File: src/rtl/irq_ctrl_pkg.sv
// Shared constants for the interrupt controller: channel count, bus width, register map, FSM and mode encodings.
// No logic; pure definitions.
// No flow control.
package irq_ctrl_pkg;

    localparam int CPU_IRQ_CH  = 8;
    localparam int WORD_DATA_W = 32;
    localparam int IRQ_ADDR_W  = 2;

    localparam logic [IRQ_ADDR_W-1:0] IRQ_ADDR_PEND   = 2'd0;
    localparam logic [IRQ_ADDR_W-1:0] IRQ_ADDR_ENABLE = 2'd1;
    localparam logic [IRQ_ADDR_W-1:0] IRQ_ADDR_MODE   = 2'd2;
    localparam logic [IRQ_ADDR_W-1:0] IRQ_ADDR_RAW    = 2'd3;

    typedef enum logic {
        IRQ_STATE_IDLE = 1'b0,
        IRQ_STATE_ACK  = 1'b1
    } irq_state_e;

    localparam logic IRQ_MODE_LEVEL = 1'b0;
    localparam logic IRQ_MODE_EDGE  = 1'b1;

endpackage

File: src/rtl/irq_chan.sv
// One interrupt channel: optional 2-flop synchroniser (IRQ_CTRL_SYNC_EN), edge detector and pending bit.
// Latency: pend updates on the edge after s changes; the synchroniser adds 2 edges in front of s.
// No backpressure; W1C clear and mode-change clear are single-cycle strobes.
module irq_chan
    import irq_ctrl_pkg::*;
(
    input  logic clk,
    input  logic reset_,
    input  logic src,
    input  logic mode,
    input  logic clr,
    input  logic mode_chg,
    output logic s,
    output logic pend
);

`ifdef IRQ_CTRL_SYNC_EN
    logic sync1_q, sync1_d;
    logic sync2_q, sync2_d;

    always_comb begin
        sync1_d = src;
        sync2_d = sync1_q;
    end

    always_ff @(posedge clk) begin
        if (!reset_) begin
            sync1_q <= 1'b0;
            sync2_q <= 1'b0;
        end else begin
            sync1_q <= sync1_d;
            sync2_q <= sync2_d;
        end
    end

    assign s = sync2_q;
`else
    assign s = src;
`endif

    logic s_dly_q, s_dly_d;
    logic pend_q, pend_d;

    // A fresh edge beats a same-cycle software clear so no event is lost.
    always_comb begin
        s_dly_d = s;
        pend_d  = pend_q;
        if (mode_chg) begin
            pend_d = 1'b0;
        end else if (mode == IRQ_MODE_LEVEL) begin
            pend_d = s;
        end else if (s && !s_dly_q) begin
            pend_d = 1'b1;
        end else if (clr) begin
            pend_d = 1'b0;
        end
    end

    always_ff @(posedge clk) begin
        if (!reset_) begin
            s_dly_q <= 1'b0;
            pend_q  <= 1'b0;
        end else begin
            s_dly_q <= s_dly_d;
            pend_q  <= pend_d;
        end
    end

    assign pend = pend_q;

endmodule

File: src/rtl/irq_ctrl.sv
// Interrupt controller: IRQ_CH channels, 4-register bus slave, registered IRQ = Pend & Enable, lowest-index priority id.
// Latency: bus access 1 cycle (Rdy_ low E0..E1); source to IRQ 2 edges, 4 with IRQ_CTRL_SYNC_EN.
// No backpressure; strobes arriving while ACK is held are dropped, masters wait for Rdy_.
module irq_ctrl
    import irq_ctrl_pkg::*;
#(
    parameter int IRQ_CH = CPU_IRQ_CH,
    parameter int DATA_W = WORD_DATA_W
) (
    input  logic                  clk,
    input  logic                  reset_,
    input  logic [IRQ_CH-1:0]     SrcReq,
    input  logic                  CS_,
    input  logic                  AS_,
    input  logic                  RW,
    input  logic [IRQ_ADDR_W-1:0] Addr,
    input  logic [DATA_W-1:0]     WrData,
    output logic [DATA_W-1:0]     RdData,
    output logic                  Rdy_,
    output logic [IRQ_CH-1:0]     IRQ,
    output logic [2:0]            IrqId,
    output logic                  IrqAny
);

    irq_state_e state_q, state_d;
    logic                rdy_n_q, rdy_n_d;
    logic [DATA_W-1:0]   rd_data_q, rd_data_d;
    logic [IRQ_CH-1:0]   enable_q, enable_d;
    logic [IRQ_CH-1:0]   mode_q, mode_d;
    logic [IRQ_CH-1:0]   irq_q, irq_d;

    logic [IRQ_CH-1:0]   pend;
    logic [IRQ_CH-1:0]   s;
    logic [IRQ_CH-1:0]   clr;
    logic [IRQ_CH-1:0]   mode_chg;
    logic [IRQ_CH-1:0]   wr_ch;
    logic [DATA_W-1:0]   rd_mux;
    logic                acc;
    logic                wr_acc;
    logic                rd_acc;
    logic [2:0]          irq_id;
    logic                unused_wr_hi;

    assign wr_ch        = WrData[IRQ_CH-1:0];
    assign unused_wr_hi = &{1'b0, WrData[DATA_W-1:IRQ_CH]};

    for (genvar i = 0; i < IRQ_CH; i++) begin : g_chan
        irq_chan u_chan (
            .clk      (clk),
            .reset_   (reset_),
            .src      (SrcReq[i]),
            .mode     (mode_q[i]),
            .clr      (clr[i]),
            .mode_chg (mode_chg[i]),
            .s        (s[i]),
            .pend     (pend[i])
        );
    end

    always_comb begin
        acc      = (state_q == IRQ_STATE_IDLE) && !CS_ && !AS_;
        wr_acc   = acc && !RW;
        rd_acc   = acc && RW;
        clr      = '0;
        mode_chg = '0;
        enable_d = enable_q;
        mode_d   = mode_q;
        if (wr_acc) begin
            case (Addr)
                IRQ_ADDR_PEND:   clr = wr_ch;
                IRQ_ADDR_ENABLE: enable_d = wr_ch;
                IRQ_ADDR_MODE: begin
                    mode_d   = wr_ch;
                    mode_chg = wr_ch ^ mode_q;
                end
                default: ;
            endcase
        end
    end

    // PEND reads sample pend before this edge's set/clear lands.
    always_comb begin
        rd_mux = '0;
        case (Addr)
            IRQ_ADDR_PEND:   rd_mux[IRQ_CH-1:0] = pend;
            IRQ_ADDR_ENABLE: rd_mux[IRQ_CH-1:0] = enable_q;
            IRQ_ADDR_MODE:   rd_mux[IRQ_CH-1:0] = mode_q;
            default:         rd_mux[IRQ_CH-1:0] = s;
        endcase
    end

    always_comb begin
        state_d   = acc ? IRQ_STATE_ACK : IRQ_STATE_IDLE;
        rdy_n_d   = !acc;
        rd_data_d = rd_acc ? rd_mux : '0;
        irq_d     = pend & enable_q;
    end

    always_ff @(posedge clk) begin
        if (!reset_) begin
            state_q   <= IRQ_STATE_IDLE;
            rdy_n_q   <= 1'b1;
            rd_data_q <= '0;
        end else begin
            state_q   <= state_d;
            rdy_n_q   <= rdy_n_d;
            rd_data_q <= rd_data_d;
        end
    end

    always_ff @(posedge clk) begin
        if (!reset_) begin
            enable_q <= '0;
            mode_q   <= '0;
            irq_q    <= '0;
        end else begin
            enable_q <= enable_d;
            mode_q   <= mode_d;
            irq_q    <= irq_d;
        end
    end

    always_comb begin
        irq_id = 3'd0;
        for (int i = IRQ_CH - 1; i >= 0; i--) begin
            if (irq_q[i]) begin
                irq_id = 3'(i);
            end
        end
    end

    assign RdData = rd_data_q;
    assign Rdy_   = rdy_n_q;
    assign IRQ    = irq_q;
    assign IrqId  = irq_id;
    assign IrqAny = |irq_q;

endmodule

File: config.mk
export PLATFORM = sky130hd
export DESIGN_NAME = irq_ctrl
export DESIGN_NICKNAME = d
export VERILOG_FILES = /design/src/rtl/irq_ctrl_pkg.sv /design/src/rtl/irq_chan.sv /design/src/rtl/irq_ctrl.sv
export SDC_FILE = /design/constraint.sdc
export NUM_CORES = 1
export LEC_CHECK = 0
export ABC_CLOCK_PERIOD_IN_PS = 1600
export CORE_MARGIN = 1
export CORE_UTILIZATION = 44
export CTS_CLUSTER_SIZE = 28
export DETAILED_ROUTE_END_ITERATION = 16
export HOLD_SLACK_MARGIN = 0.12
export PLACE_DENSITY = 0.89
export SYNTH_ARGS = -nofsm -noshare
export SYNTH_HDL_FRONTEND = slang
export SYNTH_SLANG_ARGS = --single-unit
export TNS_END_PERCENT = 5
File: constraint.sdc
create_clock -name clk -period 1.6 [get_ports clk]
set_input_delay 0.16 -clock clk [delete_from_list [all_inputs] [get_ports clk]]
set_output_delay 0.16 -clock clk [all_outputs]
set_load 0.02 [all_outputs]
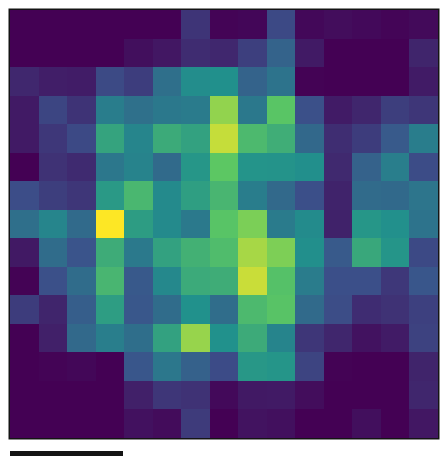
run_1/route_heat.png
Bar = 20 um. The die is cut into 15 by 15 equal tiles; dark purple is low, yellow is high, scaled to the fullest tile. Values are wire area over tile area, all layers added.
densest ninth of the die: middle
mean over tiles: 0.13
fullest tile: 0.47
nearly empty tiles: 20%
via count of the routed design: 1,771
drt total wl: 4570 um

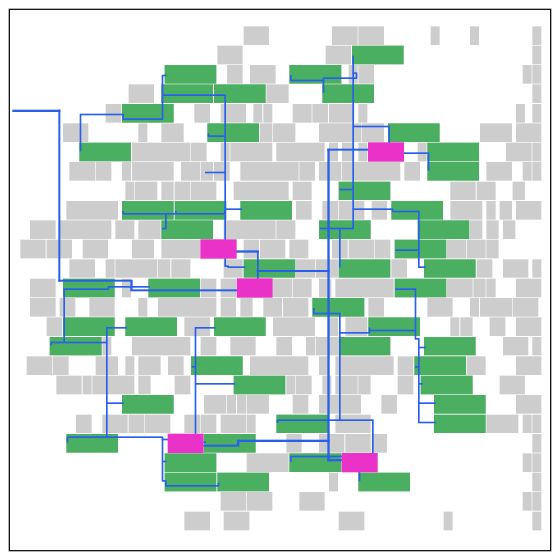
run_1/clock_wires.png
[blue] clock wires | length: 531 um
[green] flip-flops | count: 50
[magenta] clock-net drivers | count: 5
routed clock nets: 6
Clock net power: 0.000744 W
Clock Latency Late Sink: 300 ps

==> flow_metrics.env, run 1 <==
# yosys + openroad results
export IMPL_status="finished, final reports clean"
export IMPL_post_synth_mux_area_share=0.143
export IMPL_numPlacedInstances=343
export IMPL_reg2reg_depth=5
export IMPL_pre_cts_slack_ps=-287
export IMPL_crit_path_end="g_chan[5].u_chan.pend"
export IMPL_openroad_warnings=50
export IMPL_end_kind="flop"
export IMPL_drc=0
export IMPL_power_top_consumer="sequential cells"
export IMPL_critical_path_startpoint_type="primary input"
export IMPL_rows=26
export IMPL_grt_use_met1=0.216
export IMPL_groute_usage_overall=0.177
export IMPL_final_critical_period_ps=1570
export IMPL_firstDrtPassIters=4
export IMPL_worst_hold_path_endpoint="IRQ[7]"
export IMPL_top_class_by_area="combinational gates"
export IMPL_post_synth_area_from_yosys_stat_um2=2390
export IMPL_post_synth_inst_count=224
export IMPL_synth_top_area_share=0.419
export IMPL_arrival_ps=1750
export IMPL_antennaDiodeCount=0
export IMPL_lay_top_count="sky130_fd_sc_hd__dfxtp_1"
export IMPL_leakage_nw=1.36
export IMPL_cts_buffers=5
export IMPL_final_setup_worst_slack_ps=34.9
export IMPL_yosys_area_top_type="sky130_fd_sc_hd__dfxtp_1"
export IMPL_initial_core_utilization=0.462
export IMPL_rsz_0062_raised_after_global_routing="false"
export IMPL_place_congestion=0.836
export IMPL_maxCapViolCount=0
export IMPL_cellPowerDensity_nw_per_um2=781
export IMPL_portBuffers=43
export IMPL_grt_overflow=0
export IMPL_top_layer_used="met4"
export IMPL_finalHoldViolations=0
export IMPL_max_freq_mhz=639
export IMPL_cts_resized=11
export IMPL_timing_critical_path_buf_inv=2
export IMPL_post_dp_hpwl_um=3290
export IMPL_crit_fanout=5
export IMPL_cts_num_sinks=50
export IMPL_synth_cell_area_um2=2390
export IMPL_internal_power_w=0.00177
export IMPL_report_final_setup_viol=0
export IMPL_use_met2=0.293
export IMPL_layout_drive_gt1_share=0.171
export IMPL_report_final_slew_viol_count=0
export IMPL_global_route_wire_length_before_repair_um=7380
export IMPL_first_global_vias=1600
export IMPL_avgSynthCellArea_um2=10.7
export IMPL_ys_types=27
export IMPL_ant_nets=0
export IMPL_final_core_util=0.580
export IMPL_synth_main_ff_cell="sky130_fd_sc_hd__dfxtp_1"
export IMPL_synth_simple_area_share=0.184
export IMPL_fill_cells=434
export IMPL_num_nonclk_inverters=11
export IMPL_setup_worst_path_class="primary input to flop"
export IMPL_critical_path_top_delay_family="simple AND/OR/NAND/NOR gates"
export IMPL_logic_area_um2=1210
export IMPL_switching_power_w=0.000572
export IMPL_cp_slowest_cell="sky130_fd_sc_hd__clkdlybuf4s50_1"
export IMPL_area_growth_syn_to_layout_pct=25.6
export IMPL_use_met3=0.0542
export IMPL_pg_comb_w=0.000305
export IMPL_clock_buffer_count=7
export IMPL_final_cells=351
export IMPL_power_w=0.00234
export IMPL_power_share_switching=0.244
export IMPL_seq_power_w=0.00129
export IMPL_synth_cellmix_compoundShare=0.137
export IMPL_power_share_clock=0.318
export IMPL_timing_setup_tns_ps=0
export IMPL_worst_r2r_setup_slack_ps=130
export IMPL_worstReg2RegEnd="g_chan[5].u_chan.pend"
export IMPL_cp_cell_sequence="clkdlybuf4s50_1 > nor4_4 > nor3b_4 > buf_4 > o2bb2ai_1 > a21oi_1"
export IMPL_ir_drop_mv=0.419
export IMPL_register_fraction_of_the_total_cell_area=0.334
export IMPL_ys_sh_xor=0
export IMPL_largest_cells_by_area_after_synthesis="sky130_fd_sc_hd__dfxtp_1 (42%), sky130_fd_sc_hd__buf_4 (7.5%), sky130_fd_sc_hd__mux4_2 (7.5%)"
export IMPL_synth_edff_count=0
export IMPL_final_signal_buffer_count=59
export IMPL_worstHoldPathType="flop to flop"
export IMPL_clock_tree_area_fraction=0.0305
export IMPL_timing_critical_path_from="RW"
export IMPL_synth_warnings=0
export IMPL_grt_max_degree=26
export IMPL_synth_seq_share=0.419
export IMPL_chip_area_um2=5720
export IMPL_cts_root_buf="sky130_fd_sc_hd__clkbuf_8"
export IMPL_yosys_area_share_adder=0
export IMPL_wl_met3_um=291
export IMPL_final_hold_worst_slack_ps=497
export IMPL_final_cell_area_um2=3000
export IMPL_period_used=0.978
export IMPL_clk_path_buf_depth=2
export IMPL_synth_async_sr_flop_share=0
export IMPL_clk_pin_slew_ps=80
export IMPL_core_area_um2=5170
export IMPL_multi_input_comb_cells=153
export IMPL_skew_ps=3.80
export IMPL_initialDrtViolationCount=78
export IMPL_drt_wirelength_per_cell_um=13.0
export IMPL_finish_net_count=327
export IMPL_register_share_of_total_power=0.552
export IMPL_final_nonclk_buf_share=0.189
export IMPL_worstHoldStart="enable_q[7]"
export IMPL_yosys_dominant_comb_family="simple AND/OR/NAND/NOR gates"
export IMPL_r2r_start="state_q"
export IMPL_wl_met1_um=2020
export IMPL_io_pins=92
export IMPL_worstPathRequired_ps=1790
export IMPL_seq_cell_count=50
export IMPL_dr_wl_met2_um=2170
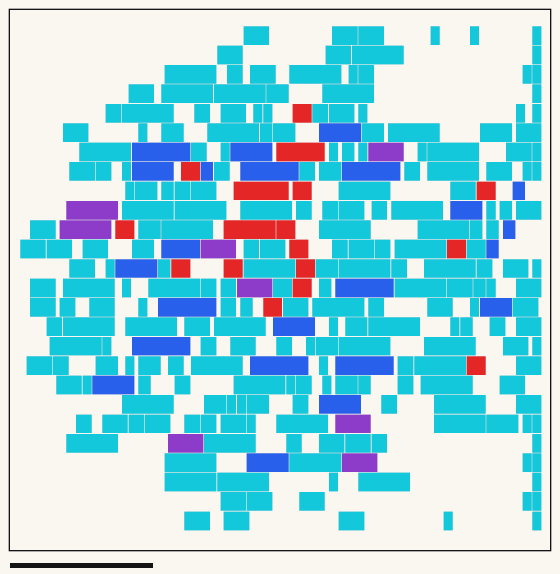
run_1/sizing.png
Bar = 20 um.
| colour | size | cells | share |
|---|---|---|---|
| blue | x2 | 23 | 8.2% |
| purple | x6 and larger | 8 | 2.8% |
| red | x3 and x4 | 17 | 6.0% |
| cyan | x1 and smaller | 233 | 83% |

run_1/placed.png
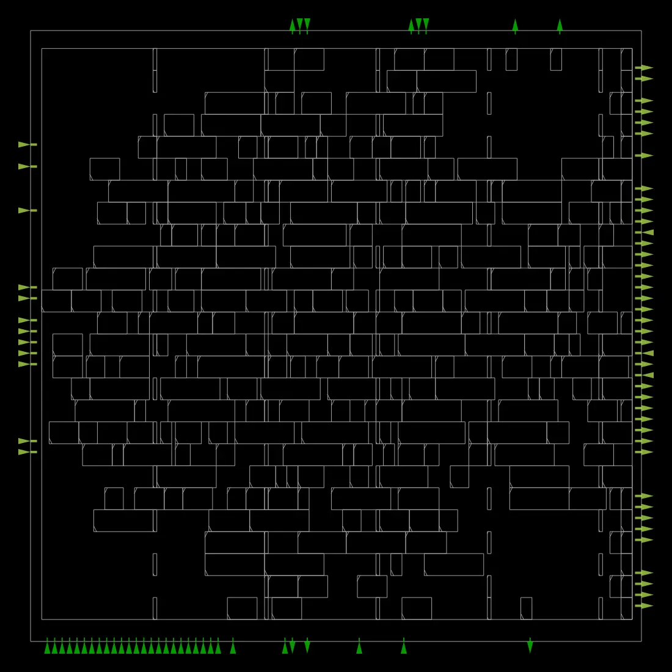

==> run 1 -> run 2 <==
--- a/config.mk
+++ b/config.mk
@@ -11,7 +11,7 @@
 export CTS_CLUSTER_SIZE = 28
 export DETAILED_ROUTE_END_ITERATION = 16
 export HOLD_SLACK_MARGIN = 0.12
-export PLACE_DENSITY = 0.89
+export PLACE_DENSITY = 0.79
 export SYNTH_ARGS = -nofsm -noshare
 export SYNTH_HDL_FRONTEND = slang
 export SYNTH_SLANG_ARGS = --single-unit
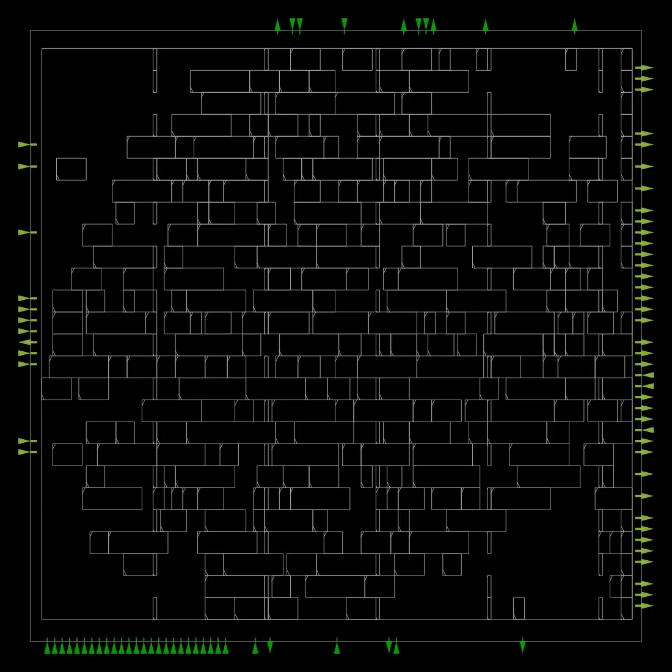
run_2/placed.png
number of well taps: 70
share of the core filled with cells in the final layout: 0.590
Std-Cell Core Area: 5170 um^2
number of inserted filler cells in the final layout: 447
number of placement rows: 26

==> run 2 against run 1 <==
Critical path type is now flop to output port. Synthesized area unchanged. Clock-buffer cell count down 1. Core utilization up 1.0 points. Combinational power up 2%.
==> flow_metrics.env, run 2 <==
# yosys + openroad results
export IMPL_status="finished, final reports clean"
export IMPL_grt_use_met1=0.226
export IMPL_worstHoldPathType="primary input to flop"
export IMPL_openroad_warnings=51
export IMPL_final_cell_area_um2=3050
export IMPL_firstDrtPassIters=4
export IMPL_use_met3=0.0423
export IMPL_global_route_peak_usage_layer="met2"
export IMPL_comb_area_frac=0.397
export IMPL_cts_root_buf="sky130_fd_sc_hd__clkbuf_8"
export IMPL_final_nonclk_buf_share=0.196
export IMPL_synth_warnings=0
export IMPL_switching_power_w=0.000594
export IMPL_synth_async_sr_flop_share=0
export IMPL_lay_top_count="sky130_fd_sc_hd__dfxtp_1"
export IMPL_initial_core_utilization=0.462
export IMPL_synth_edff_count=0
export IMPL_grt_max_degree=27
export IMPL_detail_route_vias_per_cell=5.01
export IMPL_ant_nets=0
export IMPL_yosys_area_top_type="sky130_fd_sc_hd__dfxtp_1"
export IMPL_arrival_ps=1370
export IMPL_post_synth_mux_area_share=0.143
export IMPL_power_share_switching=0.239
export IMPL_yosys_dominant_comb_family="simple AND/OR/NAND/NOR gates"
export IMPL_rsz_0062_raised_after_global_routing="true"
export IMPL_critical_path_top_delay_family="flip-flops"
export IMPL_tritoncts="built"
export IMPL_ys_types=27
export IMPL_final_cells=353
export IMPL_first_global_vias=1592
export IMPL_timing_critical_path_buf_inv=1
export IMPL_synth_cell_area_um2=2390
export IMPL_seq_cell_count=50
export IMPL_critical_path_startpoint_type="flop"
export IMPL_r2r_start="state_q"
export IMPL_final_setup_worst_slack_ps=71.3
export IMPL_avgSynthCellArea_um2=10.7
export IMPL_worstHoldStart="WrData[5]"
export IMPL_logic_area_um2=1210
export IMPL_holdPathStages=2
export IMPL_clock_buffer_count=6
export IMPL_die_height_um=75.7
export IMPL_groute_usage_overall=0.181
export IMPL_worstPathRequired_ps=1440
export IMPL_synth_cellmix_compoundShare=0.137
export IMPL_setup_worst_path_class="flop to output port"
export IMPL_wirelength_um=4740
export IMPL_finalHoldViolations=0
export IMPL_clk_pin_slew_ps=90
export IMPL_worst_hold_path_endpoint="g_chan[5].u_chan.pend"
export IMPL_top_class_by_area="combinational gates"
export IMPL_finish_net_count=329
export IMPL_yosys_area_share_adder=0
export IMPL_internal_power_w=0.00189
export IMPL_synth_main_ff_cell="sky130_fd_sc_hd__dfxtp_1"
export IMPL_leakage_nw=1.38
export IMPL_power_top_consumer="sequential cells"
export IMPL_register_share_of_total_power=0.520
export IMPL_num_nonclk_inverters=11
export IMPL_max_freq_mhz=654
export IMPL_top_cell="sky130_fd_sc_hd__dfxtp_1"
export IMPL_power_share_clock=0.355
export IMPL_maxCapViolCount=0
export IMPL_worst_r2r_setup_slack_ps=200
export IMPL_final_signal_buffer_count=61
export IMPL_clock_tree_area_fraction=0.0361
export IMPL_post_synth_inst_count=224
export IMPL_grt_overflow=0
export IMPL_io_pins=92
export IMPL_post_dp_hpwl_um=3510
export IMPL_cp_cell_sequence="nor2_1 > nor3_1 > nor3_1 > nor3_1 > clkdlybuf4s15_2"
export IMPL_pg_comb_w=0.000311
export IMPL_reg2reg_depth=5
export IMPL_cts_num_sinks=50
export IMPL_drt_wirelength_per_cell_um=13.4
export IMPL_worst_path_largest_cell_delay_ps=390
export IMPL_cts_resized=12
export IMPL_pre_cts_slack_ps=-244
export IMPL_place_congestion=0.772
export IMPL_dr_wl_met2_um=2270
export IMPL_antennaDiodeCount=0
export IMPL_timing_critical_path_from="IRQ[7]"
export IMPL_synth_stat_cells=224
export IMPL_cellPowerDensity_nw_per_um2=815
export IMPL_numPlacedInstances=345
export IMPL_largest_cells_by_area_after_synthesis="sky130_fd_sc_hd__dfxtp_1 (42%), sky130_fd_sc_hd__buf_4 (7.5%), sky130_fd_sc_hd__mux4_2 (7.5%)"
export IMPL_grt_antenna_before_repair=0
export IMPL_post_cts_hold_buffer_count=0
export IMPL_synth_simple_area_share=0.184
export IMPL_top_layer_used="met4"
export IMPL_wl_met1_um=2090
export IMPL_post_synth_area_from_yosys_stat_um2=2390
export IMPL_synth_seq_share=0.419
export IMPL_area_growth_syn_to_layout_pct=27.8
export IMPL_ys_top_cells_by_count="sky130_fd_sc_hd__dfxtp_1 (50), sky130_fd_sc_hd__buf_4 (24), sky130_fd_sc_hd__nand2_1 (17), sky130_fd_sc_hd__nor2b_1 (17)"
export IMPL_use_met2=0.310
export IMPL_wl_met3_um=321
export IMPL_combinational_power_share=0.125
export IMPL_worstReg2RegEnd="g_chan[3].u_chan.pend"
export IMPL_final_critical_period_ps=1530
export IMPL_dr_total_vias=1769
export IMPL_crit_path_end="IrqId[1]"
export IMPL_synth_top_area_share=0.419
export IMPL_clk_path_buf_depth=2
export IMPL_crit_fanout=4
export IMPL_initialDrtViolationCount=103
export IMPL_seq_power_w=0.00129
export IMPL_period_used=0.955
export IMPL_register_fraction_of_the_total_cell_area=0.329
export IMPL_end_kind="output port"
export IMPL_report_final_setup_viol=0
export IMPL_drc=0
export IMPL_skew_ps=6.78
export IMPL_timing_setup_tns_ps=0
export IMPL_cp_common_cell="sky130_fd_sc_hd__nor3_1"
export IMPL_clock_latency_late_sink_ps=310
export IMPL_chipWidth_um=75.7
export IMPL_multi_input_comb_cells=153
export IMPL_p_clk_w=0.000882
export IMPL_layout_drive_gt1_share=0.180
export IMPL_portBuffers=43
export IMPL_global_route_wire_length_before_repair_um=7580
export IMPL_ys_sh_xor=0
export IMPL_synth_flops=50
export IMPL_ir_drop_mv=0.388
export IMPL_chip_area_um2=5720
export IMPL_cts_buffers=5
export IMPL_report_final_slew_viol_count=0
export IMPL_power_w=0.00249
export IMPL_timing_critical_path_depth=5
export IMPL_post_cts_setup_buffers=0
export IMPL_htree_levels=2
export IMPL_final_hold_worst_slack_ps=501
export IMPL_cp_slowest_cell="sky130_fd_sc_hd__dfxtp_1"
No activity file was given, so power comes from the tool's default toggle rates.
